run_1/final_clocks.png
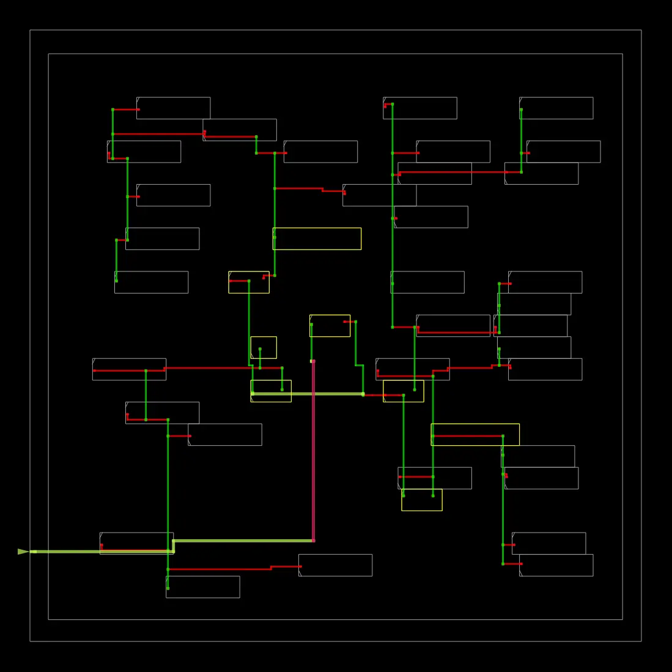
run_1/clock_map.png
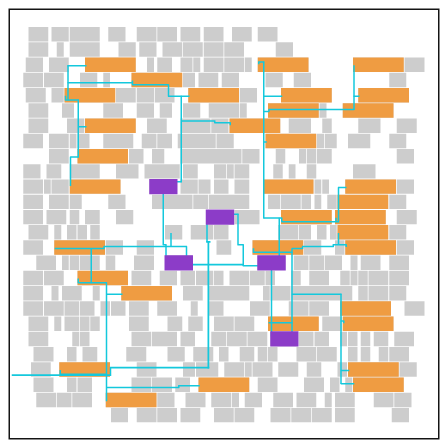
run_1/met1.png
Supply wires on this layer in gray. Cells faint in the background.
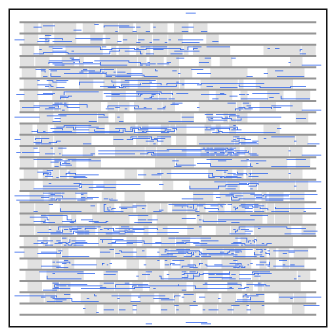
Design draw_layer_mux, sky130hd; sources not shown.
==> summary.txt, run 1 <==
Implementation results.

The run finished with clean final reports. The proportion of final cell area spent on non-clock buffers is 0.428. The area share of the largest cell type after synthesis is 0.464. Note, the detailed placer reported a final HPWL of between 4000 and 5000 um.

The top-level port count is 129. Hold timing on the final database bottoms out at a slack of 0.328 ns. The global-route usage over all layers is 0.227.

On the critical path, the stage with the largest delay is an instance of sky130_fd_sc_hd__clkdlybuf4s50_1. The multi-input combinational cell count is approximately 130. Logic depth along the worst register-to-register path is recorded as 2. STA classifies the critical path startpoint as a primary input. Of the total synthesized cell area, the portion taken by AND-OR and OR-AND cells is 0.322. The number of cells in the design after placement is between 300 and 400. The core utilization before placement is 0.362.

The power per cell area is 1130 nW/um^2. The number of antenna violations at the first check in global routing came to 0. The design draws 3.94 mW. The clock slew seen by the registers of the worst setup and hold paths is 0.08 ns.

The total non-filler cell area in the finished layout is 3500 um^2. In the final layout, excluding clock buffers the buffer count is about 160. The endpoint arrival time on the critical path is about 1.3 ns. Once iteration 0 of detailed routing completed, the report listed 146 DRC markers.

Per the synthesis report, the adder-cell share of the synthesized area is 0. The sequential share of cell area is 0.243. The placement report lists the number of port buffers as 128. The count of different cell masters after synthesis is 24. Per the OpenROAD power report, leakage power amounts to about 1.5 nW. The period utilization is 0.989. Looking at the max-slew report, the worst-margin pin has a slew of between 0.4 and 0.5 ns.

The DRC violation count after routing is 0. Leaving out the clock tree, the finished layout contains an inverter count of 4. The buffer levels on the longest clock path is 2.

The routability congestion estimate is approximately 0.81. According to the finish report, the design has a final net count of 431. The number of rows created at floorplan is 26. In the log, the iteration count for the first detailed-route pass is 4.

The worst reg-to-reg setup slack is about 0.20 ns. The number of standard cells reported by yosys is approximately 190. The worst path needs 1.09 ns of the cycle, external delays included. The average wire per cell in the routed design is 16.3 um.

The required time at the endpoint of the critical path is about 1.3 ns. Post-synthesis, Yosys gives the total cell area as 1840 um^2. In this run the post-CTS setup repair buffer count came out at 0.

Timing would allow up to 919 MHz. The cell chosen for the clock root is sky130_fd_sc_hd__clkbuf_8. The TritonCTS clock tree is built. The maximum number of pins on one net before global-route repair is 35. The instance count along the most critical hold path is 4. The synthesis-stage register bit count is 34. In the setup report, the worst path falls into the class in2reg. The number of warnings reported in the stage logs is 27.

The core area is 5070 um^2. By area, non-clock buffers come first. For this floorplan the total number of well-tap instances is ~70. The most frequently used library cell after synthesis is sky130_fd_sc_hd__dfrtp_1. The prevailing post-synth register cell is sky130_fd_sc_hd__dfrtp_1. According to the floorplan report, the die width is 76.4 um. The sequential cell area is 851 um^2. During synthesis, Yosys emitted a total of 0 warnings. Yosys shows that the main logic family after synthesis is AND-OR/OR-AND gates. The number of fill cells in the layout is 423.

Across the VDD grid, the largest voltage drop is 0.000575 V. The fraction of cell area in multi-input combinational cells is reported as 0.259. Of all nets on the critical path, the largest fanout is 8.

The placement stage leaves a total instance area of between 3000 and 4000 um^2. The number of instances in the synthesized netlist is 189. The largest stage delay on the critical path is 0.49 ns. The post-synth count of flops with an enable pin is 0. Per the run summary, max-cap violations total 0. The parity-gate share of the synthesized area counting xor and xnor cells is 0. The TritonCTS sink count is 34. The simple-gate portion of the synthesized area is 0.123. The final setup violation count is 0.

Setup repair after global routing could not meet its margin everywhere. The remaining number of nets flagged by the antenna check after routing is 0. The final setup slack of the worst path is 0.0117 ns. The wire length of the first global-routing pass is 10600 um. For reference, the critical path cell chain is clkdlybuf4s50_1 > and2_1 > nor3b_4 > buf_6 > o2bb2ai_1. Summed over all layers, the global routing overflow is 0. Checking max transition, the worst relative margin is 0.720. The area of the die is 5840 um^2. After synthesis, the share of cell area in mux cells is 0.0245. The class of the tightest hold or removal check is in2reg. The finished layout reports a core utilization of 0.689. The total negative slack for setup checks is 0 ns.

The area added between synthesis and finish is 90.5%. In the final layout, the share of cells above drive strength 1 is 0.153. In the final layout, the clock buffer count is 5. The netlist area before placement is between 1500 and 2000 um^2.

Ranked by total cell area, the synthesized netlist is headed by sky130_fd_sc_hd__dfrtp_1, sky130_fd_sc_hd__a21oi_1, sky130_fd_sc_hd__a32o_1. The finished layout holds 403 standard cells, fillers aside. The post-synthesis net count is 288.
Notes on final_clocks.png above:
flip-flop and latch count: 34
Inserted Clock Buffers: 5

Notes on clock_map.png above:
Key: cyan = clock wires [length 452 um]; orange = flip-flops [count 34]; purple = cells driving clock nets [count 5]
There are 6 routed clock nets.
Clock Skew: 0.000922 ns
reported clock group power: 1.39 mW

Notes on met1.png above:
The wires run mostly horizontal. The layer holds 37% of the routed length.
grt met1 use: 0.253
vias after detailed routing: 2110
final wirelength: 6560 um

run 1: timing repair:
item,4_1_cts,5_1_grt
hold buffers,1,0
endpoints found under the setup margin,56,24
hold endpoints to repair,34,0
pin swaps,0,1
resized,39,9
run 1: placed cells by master, fill, tap and decap left out, types with 3 or more instances in the layout:
master                            instances
sky130_fd_sc_hd__a21oi_1                 30
sky130_fd_sc_hd__a311oi_2                 6
sky130_fd_sc_hd__a32o_1                  14
sky130_fd_sc_hd__and2_1                   3
sky130_fd_sc_hd__and3_1                   8
sky130_fd_sc_hd__buf_12                   3
sky130_fd_sc_hd__buf_4                   22
sky130_fd_sc_hd__clkbuf_8                 5
sky130_fd_sc_hd__clkdlybuf4s50_1         91
sky130_fd_sc_hd__dfrtp_1                 34
sky130_fd_sc_hd__dlygate4sd2_1           33
sky130_fd_sc_hd__inv_1                    4
sky130_fd_sc_hd__mux2_2                   4
sky130_fd_sc_hd__nor2_1                  26
sky130_fd_sc_hd__o211ai_1                14
sky130_fd_sc_hd__o21ai_0                  4
sky130_fd_sc_hd__o2bb2ai_1                8
run 1: critical path: cells and delay by family:
kind	cells	cell delay, ns
buf+inv	2	0.65
simple gates	2	0.40
compound gates	1	0.13
run 1: report_power, final:
group	switching, mW	internal, mW	total, mW
logic	0.456	0.660	1.12
clock network	0.482	0.908	1.39
registers	0.0444	1.38	1.43
total	0.983	2.95	3.94
run 1: routing by layer:
metal / part of all wire / track usage / vias to the layer above
met5: 0 / 0 / -
met4: 0.0099 / 0.0582 / 0
met3: 0.056 / 0.0509 / 6
met2: 0.56 / 0.432 / 86
met1: 0.37 / 0.253 / 1015
li1: - / - / 1003
==> run 1 -> run 2 <==
--- a/config.mk
+++ b/config.mk
@@ -5,8 +5,8 @@
 export SDC_FILE = /design/constraint.sdc
 export NUM_CORES = 1
 export LEC_CHECK = 0
-export ABC_CLOCK_PERIOD_IN_PS = 1100
-export CORE_MARGIN = 2
+export ABC_CLOCK_PERIOD_IN_PS = 1200
+export CORE_MARGIN = 1.5
 export CORE_UTILIZATION = 35
 export CTS_CLUSTER_DIAMETER = 40
 export DETAILED_ROUTE_END_ITERATION = 6
==> constraint.sdc (replaced) <==
create_clock -name clk -period 1.2 [get_ports clk]
set_input_delay 0.18 -clock clk [delete_from_list [all_inputs] [get_ports clk]]
set_output_delay 0.18 -clock clk [all_outputs]
set_load 0.01 [all_outputs]
==> summary.txt, run 2 <==
Implementation results.

The antenna diode count is 0. The proportion of layout cells with a drive suffix above 1 is 0.147. The worst setup path is launched from a primary input.

The average cell area after synthesis is 9.71 um^2. The TritonCTS sink count is 34. Using the TritonRoute via totals, the vias-per-cell ratio works out to 5.16.

Yosys reports a chip area of 1840 um^2. On met3, the global router reports a usage of 0.0688. The number of instances in the synthesized netlist is roughly 190. The area of the die is 5690 um^2. The number of antenna violations at the first check in global routing came to 0. The worst setup path is of the in2reg kind. The layout report lists the combined flip-flop and latch area as 851 um^2. The floorplan step set the die width to 75.4 um. STA puts the critical path data arrival time at 1.34 ns. The post-synthesis sequential area ratio is 0.464. The prevailing post-synth register cell is sky130_fd_sc_hd__dfrtp_1. Per the final timing report, the hold violations number 0. For this sky-water flow run, the detailed-routed wirelength per cell is reported as 15.9 um. The core utilization before placement is 0.362. The buffer levels on the longest clock path is 2. The worst-case IR drop observed on VDD is 0.000480 V. Per the synthesis report, the number of distinct cell types is 24.

The count of cells along the worst register-to-register path is 2. The clock latency of the later-clocked register in the worst-skew pair is around 0.29 ns. For met2 alone, demand over resource in global routing was 0.397. TritonCTS built the clock tree. Routed signal wires occupy layers up through met4.

The met2 layer wire length in the routed design is 3290 um. The count of nets left with antenna violations once routing finished came out at 0. The proportion of synthesized flip-flops having asynchronous set or reset is 1.00.

Total power for the finished layout comes to 3.37 mW. The flow reported a cell area power density of 978 nW/um^2. Clock-pin slew was measured on the worst setup and hold paths at 0.07 ns.

In this run the register-to-register setup slack is 0.30 ns. Looking at the clock tree report, the root buffer type is sky130_fd_sc_hd__clkbuf_8. For this run, global-route usage on met1 was measured as 0.259.

By instance count after routing, the leading logic cell type is sky130_fd_sc_hd__clkdlybuf4s50_1. The kind of capture point of the worst setup path is a register. For the pin with the worst max-slew slack, the measured transition is 0.433 ns. The global routing stage identified its most utilized layer as met2. The final period demand of the worst path is roughly 1.2 ns. The most common cell in the synthesized netlist is sky130_fd_sc_hd__dfrtp_1. The final core utilization is 0.679.

Summing all placed instances gives a cell area of 3300 um^2. Per the detail_route report, DRC violations left total 0. Summing all multi-input logic gate instances after layout gives 885 um^2. The number of cells on the worst hold path is listed as 4. Per the OpenROAD floorplan log, the area of the core is approximately 5100 um^2. The maximum number of pins on one net before global-route repair is 35. The detailed-router iteration count before antenna repair is 4. The netlist area before placement is around 1800 um^2. The top cell types in the final layout, fill and taps aside, are sky130_fd_sc_hd__clkdlybuf4s50_1, sky130_fd_sc_hd__dfrtp_1, sky130_fd_sc_hd__dlygate4sd2_1.

Of all cell types, the one taking the most synthesized area is sky130_fd_sc_hd__dfrtp_1. The class of the tightest hold or removal check is in2reg. The flow ran to the end, and the final reports show no timing, DRC or antenna violations. The global routing report lists combined usage of all routing layers as 0.228. The total number of yosys warnings is 0. Per the final report, max-transition violations number 0.

In this build the clock could be raised as far as 855 MHz. The H-tree depth is 2. In the final design database the tool counted 432 nets. The number of rows created at floorplan is 26. The synthesis-stage register bit count is 34. The post-place setup slack is -0.343 ns.

The met3 routed wirelength is between 400 and 500 um. The area share of the largest cell type after synthesis is 0.464. The number of global-route vias before repair was 2097. The report shows a maximum critical-path fanout of 4. Post-route period utilization is reported as 0.974. The total overflow reported by the global router is 0. The slew check shows that the tightest pin keeps a relative margin of 0.711. The routability congestion estimate is 0.799. After synthesis, the design contains 189 cells according to Yosys. The number of clock buffers inserted by TritonCTS is 5. The count of buffers added on input and output ports is ~130. The detailed router put a total of around 2500 um of wire on met1. Detailed-route iteration 0 reported a violation count of between 100 and 150. The OpenROAD report gives the critical path a required time of 1.37 ns.

The logs give a warning total of 26. The wire length of the first global-routing pass is 9580 um. For reference, the top cells by count after synthesis are sky130_fd_sc_hd__dfrtp_1, sky130_fd_sc_hd__a21oi_1, sky130_fd_sc_hd__nor2_1. Fill cells in the final layout number around 420. The post-synthesis net count is 288. The leakage power is 1.49 nW. The wire-length estimate of the detail-placed layout is 4910 um. The synthesized design contains 0 enable-type register cells. The height of the chip is 75.4 um. Yosys attributes the largest share of cell area to sky130_fd_sc_hd__dfrtp_1, sky130_fd_sc_hd__a21oi_1, sky130_fd_sc_hd__a32o_1. In the final report, the number of endpoints failing setup comes to 0. The clock tree skew after final layout is 0.00143 ns. The top-level port count is around 130. The number of maximum-capacitance violations recorded for the run is 0.
[run 2: cell counts after synthesis]
No cell type changed its count.
[run 2: repair_timing]
action                                  CTS  global route
endpoints found under the setup margin   39            13
hold endpoints to repair                 34             0
pin swaps                                 0             3
hold buffers                              1             0
gates resized                            36             7
buffers inserted                          0             4
[run 2: worst max-delay path, stage by stage]
cell and delay (ns):
sky130_fd_sc_hd__clkdlybuf4s50_1 0.44, sky130_fd_sc_hd__and2_4 0.18, sky130_fd_sc_hd__buf_4 0.15, sky130_fd_sc_hd__a311oi_2 0.25
sky130_fd_sc_hd__o2bb2ai_1 0.13
[run 2: cell families after synthesis]
family,synth area share
compound gates,0.322
simple gates,0.123
flops,0.464
buf+inv,0.0661
mux,0.0245
[run 2: power by group]
group / switching (mW) / leakage [nW] / internal, mW
sequential: 0.0440 / 0.415 / 1.27
clock: 0.435 / 0.0579 / 0.611
combinational: 0.407 / 1.02 / 0.601
[run 2: final cells by class]
type / count / share of cell area
Multi-Input combinational cell: 131 / 0.257
Sequential cell: 34 / 0.247
Timing Repair Buffer: 157 / 0.435
Inverter: 4 / 0.00436
Clock buffer: 5 / 0.0200
Clock inverter: 3 / 0.0116
Tap cell: 70 / 0.0254
[run 2: stage by stage]
stage | std cells | TNS, ns | hold slack (ns)
final | 404 | 0 | 0.425
after detailed placement | 391 | -8.03 | 0.240
after global placement | 391 | -7.15 | 0.227
after CTS | 400 | 0 | 0.441
after floorplan | 189 | 0 | -0.116
after global routing | 404 | -0.00928 | 0.434
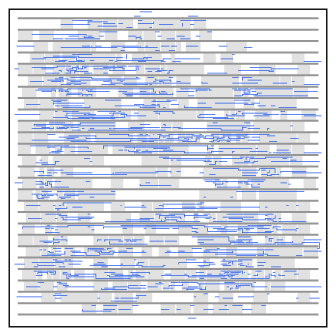
run_2/met1.png
Supply wires on this layer in gray. Cells faint in the background.
The longest straight run is 24.8 um. The layer carries 2530 um of wire. The wires run mostly horizontal. 367 nets have wire on it. The layer holds 39% of the routed length.
final wirelength: 6410 um
vias after detailed routing: 2085

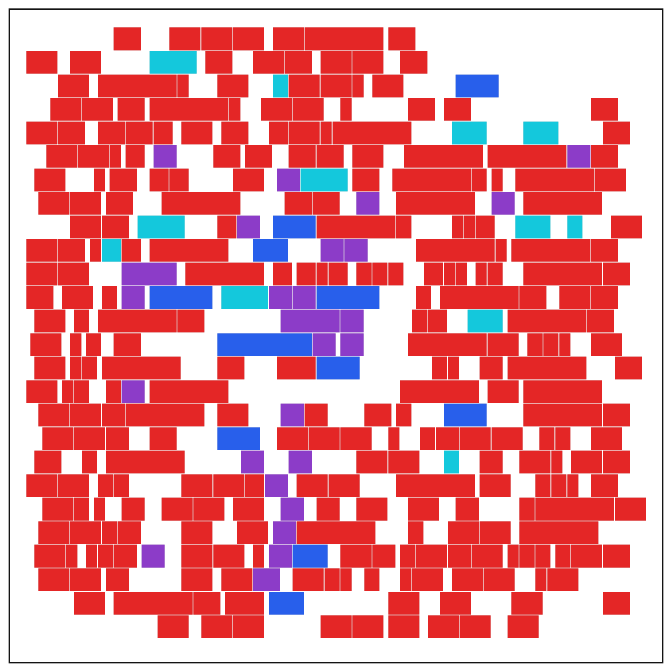
run_2/drive_strength.png
Key: cyan = drive 2 [cells 12, share 3.6%]; red = drive 1 or less [cells 285, share 85%, most used clkdlybuf4s50_1]; purple = drive 3 to 4 [cells 26, share 7.8%, most used buf_4]; blue = drive 6 and up [cells 11, share 3.3%, most used clkbuf_8]
Buffers, non-clock: 157
post-route setup slack: 0.0310 ns
P&R area growth vs syn: 87.6%
Final Cell Area: 3440 um^2

Power and IR drop assume default switching activity.
